### src/rtl/regfile_2r1w.sv
// Two-read / one-write register file with registered reads, write bypass,
// and a self-sweeping clear that zeroes storage after reset or on request.
module regfile_2r1w #(
    parameter int WIDTH  = 8,
    parameter int DEPTH  = 32,
    parameter int ADDR_W = 5
) (
    input  logic              clk,
    input  logic              rst_n,
    input  logic              we,
    input  logic [ADDR_W-1:0] waddr,
    input  logic [WIDTH-1:0]  wdata,
    input  logic [ADDR_W-1:0] ra_addr,
    input  logic [ADDR_W-1:0] rb_addr,
    input  logic              clr,
    output logic [WIDTH-1:0]  ra_data,
    output logic [WIDTH-1:0]  rb_data,
    output logic              busy
);

    typedef enum logic {IDLE, CLEAR} state_t;

    localparam int IDX_W = (DEPTH > 1) ? $clog2(DEPTH) : 1;
    localparam logic [ADDR_W:0]   DEPTH_X = (ADDR_W + 1)'(DEPTH);
    localparam logic [ADDR_W-1:0] LAST    = ADDR_W'(DEPTH - 1);

    state_t            state;
    logic [ADDR_W-1:0] cnt;
    logic [WIDTH-1:0]  mem [DEPTH];

    logic w_ok;
    logic ra_ok;
    logic rb_ok;
    logic wr_hit;

    logic [IDX_W-1:0] w_idx;
    logic [IDX_W-1:0] ra_idx;
    logic [IDX_W-1:0] rb_idx;
    logic [IDX_W-1:0] c_idx;

    assign w_ok   = {1'b0, waddr}   < DEPTH_X;
    assign ra_ok  = {1'b0, ra_addr} < DEPTH_X;
    assign rb_ok  = {1'b0, rb_addr} < DEPTH_X;
    assign wr_hit = we && (state == IDLE) && w_ok;

    // Indices are only used once the address is known to be in range.
    assign w_idx  = waddr[IDX_W-1:0];
    assign ra_idx = ra_addr[IDX_W-1:0];
    assign rb_idx = rb_addr[IDX_W-1:0];
    assign c_idx  = cnt[IDX_W-1:0];

    always_ff @(posedge clk or negedge rst_n) begin
        if (!rst_n) begin
            state <= CLEAR;
            cnt   <= '0;
            busy  <= 1'b1;
        end else begin
            unique case (state)
                IDLE: begin
                    if (clr) begin
                        state <= CLEAR;
                        cnt   <= '0;
                        busy  <= 1'b1;
                    end
                end
                CLEAR: begin
                    if (cnt == LAST) begin
                        state <= IDLE;
                        cnt   <= '0;
                        busy  <= 1'b0;
                    end else begin
                        cnt <= cnt + 1'b1;
                    end
                end
            endcase
        end
    end

    // Storage carries no reset; the sweep is the only source of zeros.
    always_ff @(posedge clk) begin
        if (state == CLEAR) begin
            mem[c_idx] <= '0;
        end else if (wr_hit) begin
            mem[w_idx] <= wdata;
        end
    end

    always_ff @(posedge clk or negedge rst_n) begin
        if (!rst_n) begin
            ra_data <= '0;
            rb_data <= '0;
        end else if (state == CLEAR) begin
            ra_data <= '0;
            rb_data <= '0;
        end else begin
            if (!ra_ok) begin
                ra_data <= '0;
            end else if (wr_hit && (waddr == ra_addr)) begin
                ra_data <= wdata;
            end else begin
                ra_data <= mem[ra_idx];
            end
            if (!rb_ok) begin
                rb_data <= '0;
            end else if (wr_hit && (waddr == rb_addr)) begin
                rb_data <= wdata;
            end else begin
                rb_data <= mem[rb_idx];
            end
        end
    end

endmodule

### config.mk
export PLATFORM = sky130hd
export DESIGN_NAME = regfile_2r1w
export DESIGN_NICKNAME = d
export VERILOG_FILES = /design/src/rtl/regfile_2r1w.sv
export SDC_FILE = /design/constraint.sdc
export NUM_CORES = 1
export LEC_CHECK = 0
export ABC_AREA = 1
export ABC_CLOCK_PERIOD_IN_PS = 4400
export CORE_MARGIN = 2
export CORE_UTILIZATION = 32
export DETAILED_ROUTE_END_ITERATION = 10
export SLEW_MARGIN = 40
export SYNTH_ARGS = -nofsm -noshare
export SYNTH_HDL_FRONTEND = slang
export SYNTH_SLANG_ARGS = --single-unit
### constraint.sdc
create_clock -name clk -period 4.4 [get_ports clk]
set_input_delay 0.66 -clock clk [delete_from_list [all_inputs] [get_ports clk]]
set_output_delay 0.66 -clock clk [all_outputs]
set_load 0.02 [all_outputs]
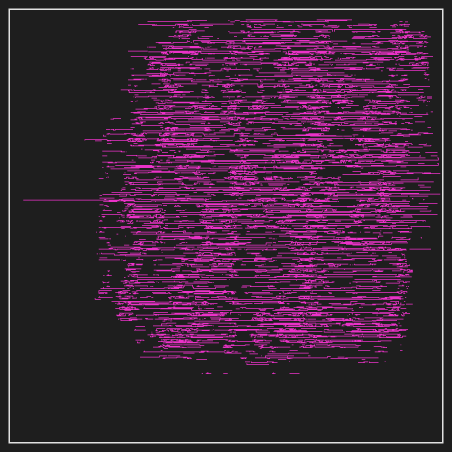
Run 1: metal 1
Scale: 2 px per um.
main direction = horizontal
longest straight run = 53.8 um
share of all routed wire = 41%
met1 capacity usage during global routing: 28.6%
Final Routed Wirelength: 47500 um
routed vias: 12108

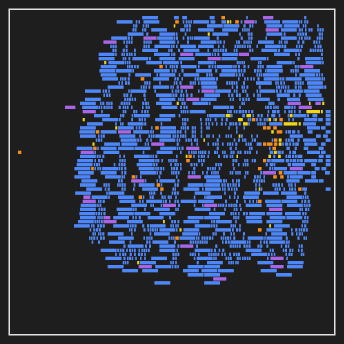
Run 1: drive-strength map
Scale: 1.5 px per um.
_6 and larger -> purple  # cells 37, share 2.2%
_2 cells -> yellow  # cells 37, share 2.2%
_3 and _4 cells -> orange  # cells 36, share 2.2%
_0 and _1 cells -> blue  # cells 1548, share 93%
Area growth, synth to finish: 11.5%
design area: 16000 sq um

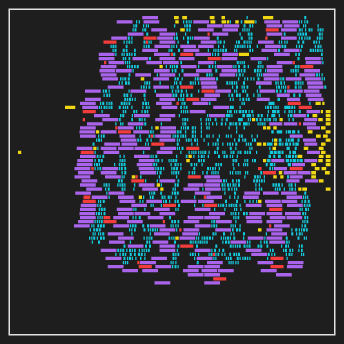
Run 1: placed cells, one color a class
Scale: 1.5 px per um.
flops -> purple  # cells 279, share of their area 54%
clock drivers and dummy loads -> red  # cells 53, share of their area 5.7%
combinational and other logic -> cyan  # cells 1248, share of their area 35%
other buffers and delay cells -> yellow  # cells 78, share of their area 4.8%
count of standard-cell rows: 77
post-layout utilization of the core: 36.2%

==> run 1: worst reg2reg max path, delay by kind of cell (launching register included) <==
family                 cells  cell delay [ps]
and+or+nand+nor            3             1730
buffers and inverters      2              220
DFF                        1              730
AOI/OAI and AO/OA          1              230
==> run 1: layer usage <==
metal	GRT usage, %	share of wire, %	up-vias
met1	28.6	41	5721
met4	6.96	3.5	2
met2	31.2	45	738
met3	3.55	11	101
li1	-	-	5546
met5	0	0.029	-
==> run 1: where the power goes <==
group	switching [mW]	internal (mW)
registers	0.197	3.32
clock network	1.01	1.27
logic	1.06	0.430
==> run 1: flip-flops by register name, indices dropped and copies added, names as in the netlist <==
register  cells
mem         256
ra_data       8
state         1
busy          1
rb_data       8
c_idx         5
==> run 1: cell usage in the layout (no fill, tap or decap), drive strengths merged <==
cell and n:
nor2 48, clkdlybuf4s50 38, o22ai 7, clkinvlp 1
inv 34, edfxtp 256, buf 40, nand2 680
xnor2 1, ha 2, o21ai 8, o21bai 16
nor3 2, clkbuf 38, clkinv 15, dfrtp 21
or2 2, nand3 423, dfstp 2, a21oi 22
xor2 2
==> run 1: worst max-delay path by stage <==
stage,endpoint,slack [ps],startpoint
2_1_floorplan,mem[0][0],2260,we
3_3_place_gp,mem[4][0],810,we
3_5_place_dp,mem[20][4],840,we
4_1_cts,mem[8][0],1270,state
5_1_grt,mem[14][0],980,state
6_report,mem[2][3],1120,state
==> run 1: layout make-up <==
class,instances,share of cell area [%]
clock inverters,15,0.468
multi-input cells,1213,33.0
repair buffers,78,4.53
well taps,592,4.62
clock buffers,38,5.00
inverters,35,0.835
flip-flops and latches,279,51.6
==> results.toml, run 1 <==
# flow metrics
[status]
status = "complete, no violations"

[pwr]
maximum_ir_drop_on_the_vdd_rail_mv = 0.286
total_leakage_power_nw = 6.33
powerDensity_nw_per_um2 = 455
fin_total_pwr_mw = 7.29

[final_timing]
setup_viol = 0
report.final.hold_viol_count = 0

[grt]
grtUsageTotal_pct = 20.2
number_of_global_route_vias_before_repair = 11321

[setup_path]
highest_fanout_seen_on_the_critical_path = 22
worst_path_max_delay_cell = "sky130_fd_sc_hd__nor2_1"
worstSetupStartpointType = "register"
logic_depth_of_the_worst_setup_path_including_buffers = 6
critical_path.max_stage_delay_ps = 800
worst_ep_required_time_ps = 4580

[synth]
postSynthCellCount = 1640
simple_gate_share_pct = 34.0
area_leaders = "sky130_fd_sc_hd__edfxtp_1, sky130_fd_sc_hd__nand2_1, sky130_fd_sc_hd__nand3_1"

[cells_and_area]
final-comb-area_sq_um = 5290

[clock_tree]
clock_tree.htree_level_count = 1
root_buffer = "sky130_fd_sc_hd__clkbuf_16"

[drt]
detail_route.first_pass.iterations = 6
avgViaCountPerCell = 5.38

[place]
buffer_ports.inserted = 43

[run]
max-cap-violations = 0
==> inputs of run 2 (changes only) <==
--- a/config.mk
+++ b/config.mk
@@ -6,7 +6,7 @@
 export NUM_CORES = 1
 export LEC_CHECK = 0
 export ABC_AREA = 1
-export ABC_CLOCK_PERIOD_IN_PS = 4400
+export ABC_CLOCK_PERIOD_IN_PS = 2950
 export CORE_MARGIN = 2
 export CORE_UTILIZATION = 32
 export DETAILED_ROUTE_END_ITERATION = 10
==> constraint.sdc (replaced) <==
create_clock -name clk -period 2.95 [get_ports clk]
set_input_delay 0.4425 -clock clk [delete_from_list [all_inputs] [get_ports clk]]
set_output_delay 0.4425 -clock clk [all_outputs]
set_load 0.02 [all_outputs]
==> run 2 against run 1 <==
  * Fmax up 27%
  * Die area stayed put
  * First-iteration DRC count is 8.5% higher
  * Combinational power increased by 64%
  * Synthesized cell count stayed put
  * Global-route usage is 0.69 points higher
  * Highest routed layer is now met4
  * Critical path depth rose by 1
  * Area after synthesis unchanged
  * Utilization rose by 0.94 points
==> results.toml, run 2 <==
# flow metrics
[cells_and_area]
reg.largest.list = "mem (256), ra_data (8), rb_data (8)"
layout_top_cells = "sky130_fd_sc_hd__nand2_1, sky130_fd_sc_hd__nand3_1, sky130_fd_sc_hd__edfxtp_1, sky130_fd_sc_hd__buf_4, sky130_fd_sc_hd__nor2_1"
largest_register = "mem"
multi_input_comb_cells = 1213
clock_area_share_pct = 5.62
seq_cell_count = 279
signal_buf_overhead_pct = 6.71
sh_comb_area_pct = 32.1
final_common_cell = "sky130_fd_sc_hd__nand2_1"
final-comb-area_sq_um = 5280
area_growth_synth_to_finish_pct = 14.4
largest_register_ffs = 256
seq-cell-share_pct = 50.3
non_clock_buffer_count = 120

[final_timing]
setup_viol = 0
worst_pin_slew_ps = 837
report.final.hold_viol_count = 0

[synth]
simple_gate_share_pct = 34.0
synthMostInstantiatedCell = "sky130_fd_sc_hd__nand2_1"
area_leaders = "sky130_fd_sc_hd__edfxtp_1, sky130_fd_sc_hd__nand2_1, sky130_fd_sc_hd__nand3_1"
floorplan_nets = 1669
netlist_area_sq_um = 14400
tally_of_yosys_warning_messages = 0
postSynthCellCount = 1640
post_synth_most_frequent_cells = "sky130_fd_sc_hd__nand2_1, sky130_fd_sc_hd__nand3_1, sky130_fd_sc_hd__edfxtp_1"

[floorplan]
nWellTaps = 592

[setup_path]
worstSetupStartpointType = "register"
worst_path_max_delay_cell = "sky130_fd_sc_hd__nor2_1"
data_arrival_time_of_the_critical_path_ps = 2780
worst_ep_required_time_ps = 3150
critical_path.max_stage_delay_ps = 650
highest_fanout_seen_on_the_critical_path = 12

[grt]
grtUsageTotal_pct = 20.9
number_of_global_route_vias_before_repair = 11575

[drt]
detail_route.first_pass.iterations = 5
met3RoutedLength_um = 5040
route.met2.wl_um = 21700
avgViaCountPerCell = 5.38
maxUsedRoutingLayer = "met4"

[clock_tree]
root_buffer = "sky130_fd_sc_hd__clkbuf_16"
clock_tree.htree_level_count = 1
max-clock-path-buffers = 3
clock_tree_from_tritoncts = "done"

[pwr]
total_leakage_power_nw = 6.55
powerDensity_nw_per_um2 = 684
maximum_ir_drop_on_the_vdd_rail_mv = 0.454

[place]
buffer_ports.inserted = 43

[status]
status = "complete, no violations"
-- run 2: netlist changes by cell type in the layout (fill, tap and decap cells not counted), moves of 3 or more --
cell                         before  now
sky130_fd_sc_hd__clkinv_2        12    5
sky130_fd_sc_hd__clkinv_1         3    9
sky130_fd_sc_hd__clkinvlp_4       1    4
sky130_fd_sc_hd__buf_4           32   69
sky130_fd_sc_hd__buf_12           4    9
-- run 2: report_power, final --
part           leakage, nW  internal, mW  total [mW]  switching [mW]
Combinational         3.44         0.804        2.44            1.63
Clock                0.437          2.03        3.58            1.55
Sequential            2.68          4.94        5.23           0.289
Total                 6.55          7.77        11.2            3.47
-- run 2: routing by layer --
metal	global-route usage (%)	vias to the layer above
met5	0	-
met4	7.63	0
met3	2.95	121
met2	31.9	775
met1	30.1	5812
li1	-	5637
-- run 2: through the flow --
stage / util [%] / setup WS (ps) / cell area [sq um] / std cells / total power, mW
2_1_floorplan: - / 956 / 14400 / 1640 / 6.58
3_3_place_gp: 35.0 / 107 / 15500 / 2238 / 7.66
3_5_place_dp: 35.0 / 89.4 / 15500 / 2238 / 7.69
4_1_cts: 37.1 / 434 / 16400 / 2293 / 11.2
5_1_grt: 37.1 / 272 / 16400 / 2294 / 11.7
6_report: 37.1 / 367 / 16400 / 2294 / 11.2
-- run 2: cells by family after synthesis --
| family | after synthesis |
|---|---|
| buf+inv | 148 |
| flops | 279 |
| simple gates | 1155 |
| xor+xnor | 3 |
| fa+ha+maj | 2 |
| compound gates | 53 |
-- run 2: worst paths after layout --
path / slack [ps] / to / depth (start not counted) / from
max: 370 / mem[31][1] / 7 / state
min: 380 / ra_data[3] / 2 / rst_n
max reg2reg: 370 / mem[31][1] / 7 / state
min reg2reg: 530 / busy / 2 / busy
max in group asynchronous: 2060 / state / 3 / rst_n
min in group clk: 470 / state / 3 / clr
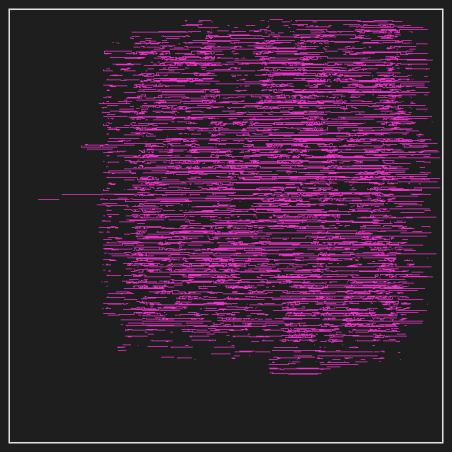
Run 2: metal 1
Scale: 2 px per um.
nets with wire on the layer = 1540
longest straight run = 72.7 um
main direction = horizontal
Final Routed Wirelength: 49500 um
met1 capacity usage during global routing: 30.1%
routed vias: 12345

Power is estimated from default activity; no workload was simulated.
